**src/rtl/pc_sequencer.sv**
```systemverilog
// pc_sequencer: owns the program counter and sequences instruction fetch.
// Next PC comes from one of three sources: pc+4, pc+offset or jalr_base+offset.
// Fetch uses a req/ready handshake, then waits for instr_valid. The PC holds
// while the execute stage stalls. A misaligned target traps, and the trap
// stays set until reset.
//
// Ports:
//   clk, reset      : single rising-edge clock, asynchronous active-high reset
//   imem_req/addr   : fetch request and address; the address is always pc
//   imem_ready      : memory accepts the request this cycle
//   instr_valid     : fetched instruction available; used only in WAIT
//   stall           : execute stage not ready; hold pc and retired
//   branch_taken    : conditional branch or JAL taken (sampled in EXEC)
//   jalr            : JALR in EXEC; it takes priority over branch_taken
//   offset          : sign-extended immediate
//   jalr_base       : rs1 value for JALR
//   pc, pc_plus4    : current pc and pc+4 for the link register
//   exec_valid      : instruction live in EXEC
//   redirect        : one-cycle pulse after a non-sequential pc update
//   trap            : sticky misaligned-target trap
//   retired         : count of retired instructions, wraps modulo 2^32

module pc_sequencer #(
   parameter logic [31:0] RESET_VECTOR = 32'h0000_0000,
   // Only XLEN = 32 is supported.
   parameter int          XLEN         = 32
) (
   input  logic            clk,
   input  logic            reset,
   output logic            imem_req,
   output logic [XLEN-1:0] imem_addr,
   input  logic            imem_ready,
   input  logic            instr_valid,
   input  logic            stall,
   input  logic            branch_taken,
   input  logic            jalr,
   input  logic [XLEN-1:0] offset,
   input  logic [XLEN-1:0] jalr_base,
   output logic [XLEN-1:0] pc,
   output logic [XLEN-1:0] pc_plus4,
   output logic            exec_valid,
   output logic            redirect,
   output logic            trap,
   output logic [31:0]     retired
);

   typedef enum logic [2:0] {
      IDLE = 3'd0,
      REQ  = 3'd1,
      WAIT = 3'd2,
      EXEC = 3'd3,
      TRAP = 3'd4
   } state_t;

   state_t          r_state;
   logic [XLEN-1:0] r_pc;
   logic [31:0]     r_retired;
   logic            r_req;
   logic            r_exec;
   logic            r_redirect;
   logic            r_trap;

   logic [XLEN-1:0] w_plus4;
   logic [XLEN-1:0] w_br_sum;
   logic [XLEN-1:0] w_jalr_sum;
   logic [XLEN-1:0] w_target;
   logic            w_misaligned;
   logic            w_nonseq;

   // All sums are plain modulo-2^32 adds. The JALR target has bit 0
   // cleared before the alignment test, so only bit 1 can trap there.
   always_comb begin
      w_plus4    = r_pc + 32'd4;
      w_br_sum   = r_pc + offset;
      w_jalr_sum = jalr_base + offset;
      w_target   = w_plus4;
      if (jalr) begin
         w_target = {w_jalr_sum[XLEN-1:1], 1'b0};
      end else if (branch_taken) begin
         w_target = w_br_sum;
      end
      w_misaligned = |w_target[1:0];
      w_nonseq     = jalr | branch_taken;
   end

   // Single FSM. Every output is a register that is loaded for the state
   // being entered. As a result, the outputs change on the same edge as
   // the state.
   always_ff @(posedge clk or posedge reset) begin
      if (reset) begin
         r_state    <= IDLE;
         r_pc       <= RESET_VECTOR;
         r_retired  <= 32'd0;
         r_req      <= 1'b0;
         r_exec     <= 1'b0;
         r_redirect <= 1'b0;
         r_trap     <= 1'b0;
      end else begin
         r_redirect <= 1'b0;
         case (r_state)
            IDLE: begin
               r_state <= REQ;
               r_req   <= 1'b1;
            end
            REQ: begin
               if (imem_ready) begin
                  r_state <= WAIT;
                  r_req   <= 1'b0;
               end
            end
            WAIT: begin
               if (instr_valid) begin
                  r_state <= EXEC;
                  r_exec  <= 1'b1;
               end
            end
            EXEC: begin
               if (!stall) begin
                  r_exec <= 1'b0;
                  if (w_misaligned) begin
                     r_state <= TRAP;
                     r_trap  <= 1'b1;
                  end else begin
                     r_state    <= REQ;
                     r_req      <= 1'b1;
                     r_pc       <= w_target;
                     r_retired  <= r_retired + 32'd1;
                     r_redirect <= w_nonseq;
                  end
               end
            end
            TRAP: begin
               r_state <= TRAP;
               r_req   <= 1'b0;
               r_exec  <= 1'b0;
               r_trap  <= 1'b1;
            end
            default: begin
               r_state <= IDLE;
               r_req   <= 1'b0;
               r_exec  <= 1'b0;
            end
         endcase
      end
   end

   assign imem_req   = r_req;
   assign imem_addr  = r_pc;
   assign pc         = r_pc;
   assign pc_plus4   = w_plus4;
   assign exec_valid = r_exec;
   assign redirect   = r_redirect;
   assign trap       = r_trap;
   assign retired    = r_retired;

endmodule

```
**config.mk**
```make
export PLATFORM = sky130hd
export DESIGN_NAME = pc_sequencer
export DESIGN_NICKNAME = d
export VERILOG_FILES = /design/src/rtl/pc_sequencer.sv
export SDC_FILE = /design/constraint.sdc
export NUM_CORES = 1
export LEC_CHECK = 0
export ABC_CLOCK_PERIOD_IN_PS = 4290
export CORE_MARGIN = 2
export CORE_UTILIZATION = 50
export DETAILED_ROUTE_END_ITERATION = 6
export PLACE_DENSITY_LB_ADDON = 0.2
export SLEW_MARGIN = 20
export SYNTH_ARGS = -nofsm -noshare
export SYNTH_HDL_FRONTEND = slang
export SYNTH_SLANG_ARGS = --single-unit
```
**constraint.sdc**
```tcl
create_clock -name clk -period 4.29 [get_ports clk]
set_clock_uncertainty 0.2 [all_clocks]
set_input_delay 1.287 -clock clk [delete_from_list [all_inputs] [get_ports clk]]
set_output_delay 1.287 -clock clk [all_outputs]
set_load 0.05 [all_outputs]
```
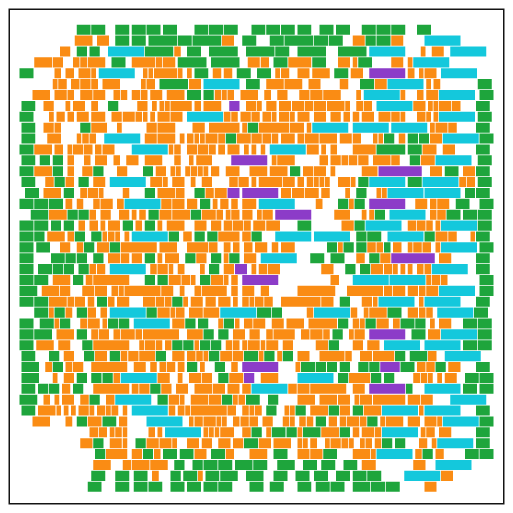
(run_1/placement_by_type.png)
Scale: 4 px per um.
combinational and other logic -> orange  # cells 729, share of their area 50%
clock drivers and dummy loads -> purple  # cells 16, share of their area 3.1%
other buffers and delay cells -> green  # cells 346, share of their area 30%
flops -> cyan  # cells 71, share of their area 17%

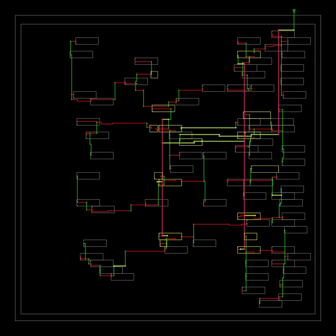
(run_1/clocks.png)
num sequential: 71
clock sink total: 71
clk pwr: 841 uW

==> results.cfg, run 1 <==
; yosys + openroad results
[final_layout]
n_all_buffers = 346
regArea_mm2 = 0.00178
nMultiInputCombCells = 714
drive_gt1_frac = 0.211
final_cells = 1342
diodes = 0
largest_class = combinational gates
fill_cells = 967
clkCellAreaFrac = 0.0305
utilization = 0.782
seq_share = 0.164
area_delta_synth_final_pct = 52.7
comb_area_frac = 0.482

[die]
fp.dieH_um = 123
dieArea_mm2 = 0.0152
taps = 180
rows = 43
die_w_um = 123

[synth]
top_area_cell = dfrtp_1
synthFlopType = dfrtp_1
edf_count = 0
mux_share = 0.0128
yosysMostFrequentCell = nand2_1
ys_cells = 864
ys_ff = 71
async_flop_share = 1.00
common_cells = 86 x nand2_1, 75 x xnor2_1, 71 x dfrtp_1, 66 x nor2_1, 63 x ha_1
ys_sh_simple = 0.205
ys_seq_share = 0.250
logic_family = AND-OR/OR-AND gates
adder_share = 0.116

[status]
status = finished clean

[setup_path]
start_kind = primary input
crit_cells = 12
crit_arrival_ns = 4.30
crit-reg2reg-launch = imem_addr[1]
required_ns = 4.31
crit_family = AND-OR/OR-AND gates
cp_slowest_cell = clkdlybuf4s50_1
worstSetupEndpoint = imem_addr[31]
timing.critical_path.buf_inv = 1
cp-startpoint = offset[3]
r2r_end = imem_addr[31]
r2r_slack_ns = 0.63
cpPeakStageDelay_ns = 0.44
reg2regPathDepth = 11

[worst_hold_path]
min_path_type = reg -> reg

[grt]
grt_max_degree = 35
gr-usage-met3 = 0.0314
grt_pass1_wl_um = 37600
grt_pass1_vias = 7635
use_met2 = 0.525

[sta]
relSlewSlack = 0.495
rsz0062_at_grt = yes
setup_ws_ns = 0.00955
slew_viol_final = 0
fin_crit_sh = 0.998
setup_tns_ns = 0
finalSetupViolations = 0
hold_viol_final = 0

[detailed_routing]
route.detailed.drc = 0
wl_met3_um = 1970
drtAntennaViolNets = 0

[pwr]
powerDensity_mw_per_mm2 = 687
seqPwrFrac = 0.156
finalPower_mw = 7.46
power.switching_mw = 3.89
p_sw_frac = 0.521
p_seq_mw = 1.17
peakVddDrop_mv = 0.393
p_leak_nw = 4.90
p_comb_mw = 5.45

[clock_tree]
hold_buffers = 0
cts_buffers = 9
clock_latency_ns = 0.35
ctsResizeCount = 19
htreeDepth = 3
cts_setup_buffers = 3
cts_tree = done

[placement]
place_area_mm2 = 0.0101
place_hpwl_um = 18400

[job]
warnings = 28
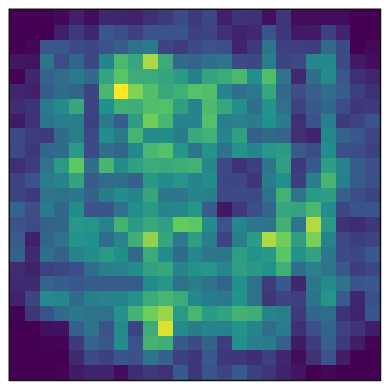
(run_1/metal_density.png)
Scale: 3 px per um. 25 x 25 tiles, from dark purple (low) to yellow (high), scaled to the fullest tile. Values are wire area over tile area, all layers added.
mean over tiles = 0.27
fullest tile = 0.79
tiles over half the peak = 21%
routed vias: 7995
DR WL/cell: 18.2 um
gr usage total: 0.315
WL final: 24500 um

==> run 1: flip-flops by register name, indices dropped and copies added, names as in the netlist <==
register	flops
imem_addr	32
retired	32
r_state	3
exec_valid	1
imem_req	1
redirect	1
trap	1
==> run 1: cell usage in the layout, fill, tap and decap left out, drive strengths merged, types with 5 or more instances in the layout <==
cell type	count
clkdlybuf4s50	170
buf	162
nand2	86
xnor2	75
dfrtp	71
nor2	66
ha	63
a21oi	62
o21ai	46
xor2	36
nand3	32
nand4	25
a21o	25
a211oi	17
a31oi	17
inv	16
and2	15
nor3	14
dlymetal6s2s	13
and3	13
nand2b	11
clkbuf	11
o21bai	10
mux2i	8
and4	6
o22ai	6
nor2b	6
o21a	5
==> run_1/layer_met3.png <==
Scale: 3 px per um.
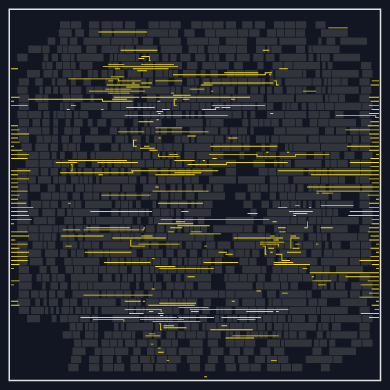

==> run 1 -> run 2 <==
==> config.mk (replaced) <==
export PLATFORM = sky130hd
export DESIGN_NAME = pc_sequencer
export DESIGN_NICKNAME = d
export VERILOG_FILES = /design/src/rtl/pc_sequencer.sv
export SDC_FILE = /design/constraint.sdc
export NUM_CORES = 1
export LEC_CHECK = 0
export ABC_CLOCK_PERIOD_IN_PS = 4200
export CORE_UTILIZATION = 50
export DETAILED_ROUTE_END_ITERATION = 6
export PLACE_DENSITY_LB_ADDON = 0.2
export SLEW_MARGIN = 5
export SYNTH_ARGS = -nofsm -noshare
export SYNTH_HDL_FRONTEND = slang
export SYNTH_SLANG_ARGS = --single-unit
==> constraint.sdc (replaced) <==
create_clock -name clk -period 4.2 [get_ports clk]
set_clock_uncertainty 0.2 [all_clocks]
set_input_delay 1.26 -clock clk [delete_from_list [all_inputs] [get_ports clk]]
set_output_delay 1.26 -clock clk [all_outputs]
set_load 0.05 [all_outputs]
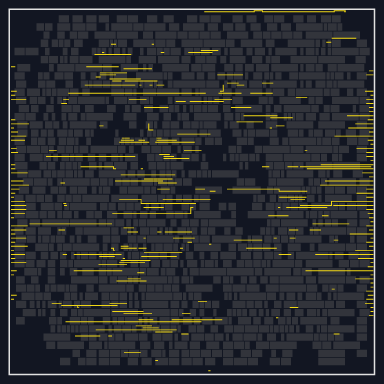
(run_2/layer_met3.png)
Scale: 3 px per um.
longest straight run = 45.5 um
nets with wire on the layer = 182

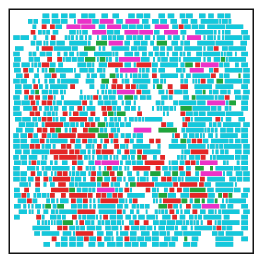
(run_2/sizes.png)
Scale: 2 px per um.
_6 and larger -> magenta  # cells 26, share 2.2%
_3 and _4 cells -> red  # cells 181, share 16%
_0 and _1 cells -> cyan  # cells 907, share 78%
_2 cells -> green  # cells 50, share 4.3%

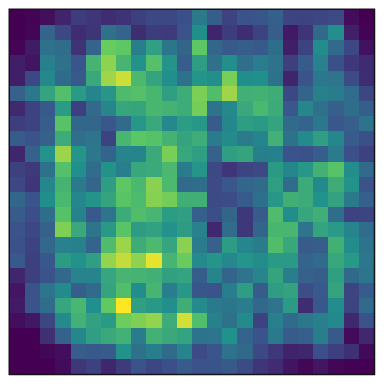
(run_2/metal_density.png)
Scale: 3 px per um. 24 x 24 tiles, from dark purple (low) to yellow (high), scaled to the fullest tile. Values are wire area over tile area, all layers added.
tiles over half the peak = 33%
fullest tile = 0.66
mean over tiles = 0.27

==> results.cfg, run 2 <==
; yosys + openroad results
[clock_tree]
ctsResizeCount = 42
cts_buffers = 9
cts_sinks = 71
htreeDepth = 3

[detailed_routing]
wl_met3_um = 1460
avgRoutedWirePerCell_um = 18.0
drtAntennaViolNets = 0
vias = 7803

[setup_path]
r2r_slack_ns = 0.57
start_kind = primary input
r2r_end = imem_addr[31]
crit_cells = 13
timing.critical_path.buf_inv = 2
crit_arrival_ns = 4.17
worstSetupEndpoint = imem_addr[31]

[pwr]
p_seq_mw = 1.17
powerClk_uw = 847
power.switching_mw = 4.00
peakVddDrop_mv = 0.489
powerDensity_mw_per_mm2 = 704

[synth]
adder_share = 0.116
synthFlopType = dfrtp_1
ys_ff = 71
async_flop_share = 1.00
logic_family = AND-OR/OR-AND gates
edf_count = 0

[die]
fp.dieH_um = 121
dieArea_mm2 = 0.0147
rows = 43

[final_layout]
drive_gt1_frac = 0.221
area_delta_synth_final_pct = 53.9
fill_cells = 972
utilization = 0.788
lay_top_cells = 164 x clkdlybuf4s50_1, 151 x buf_4, 86 x nand2_1, 73 x xnor2_1, 70 x dfrtp_1
diodes = 0
regArea_mm2 = 0.00178

[sta]
fin_crit_sh = 0.986
hold_viol_final = 0
finalSetupViolations = 0
rsz0062_at_grt = yes
slew_viol_final = 0

[grt]
grt_util_all_layers = 0.326
grt_pass1_vias = 7516
gr-usage-met3 = 0.0508

[job]
warnings = 27

[status]
status = finished clean

[placement]
place_hpwl_um = 18100
-- run 2: cell counts after synthesis --
No cell type changed its count.
-- run 2: area by class of cell --
cell class,instances,area share
Clock inverter,7,0.00869
Clock buffer,9,0.0206
Multi-Input combinational cell,714,0.486
Inverter,15,0.00515
Sequential cell,71,0.162
Timing Repair Buffer,348,0.296
Tap cell,180,0.0206
-- run 2: stage by stage --
step | cells | power [mW] | instance area (um2) | hold slack (ns) | setup slack [ns]
finish | 1344 | 7.70 | 10900 | 0.279 | 0.0596
global route | 1344 | 8.05 | 10900 | 0.300 | -0.0231
CTS | 1340 | 7.48 | 10700 | 0.290 | 0.0130
detailed placement | 1321 | 6.50 | 10200 | 0.282 | -0.689
global placement | 1321 | 6.45 | 10200 | 0.262 | -0.581
floorplan | 864 | 4.64 | 7120 | 0.279 | 0.000929
Power is estimated from default activity; no workload was simulated.
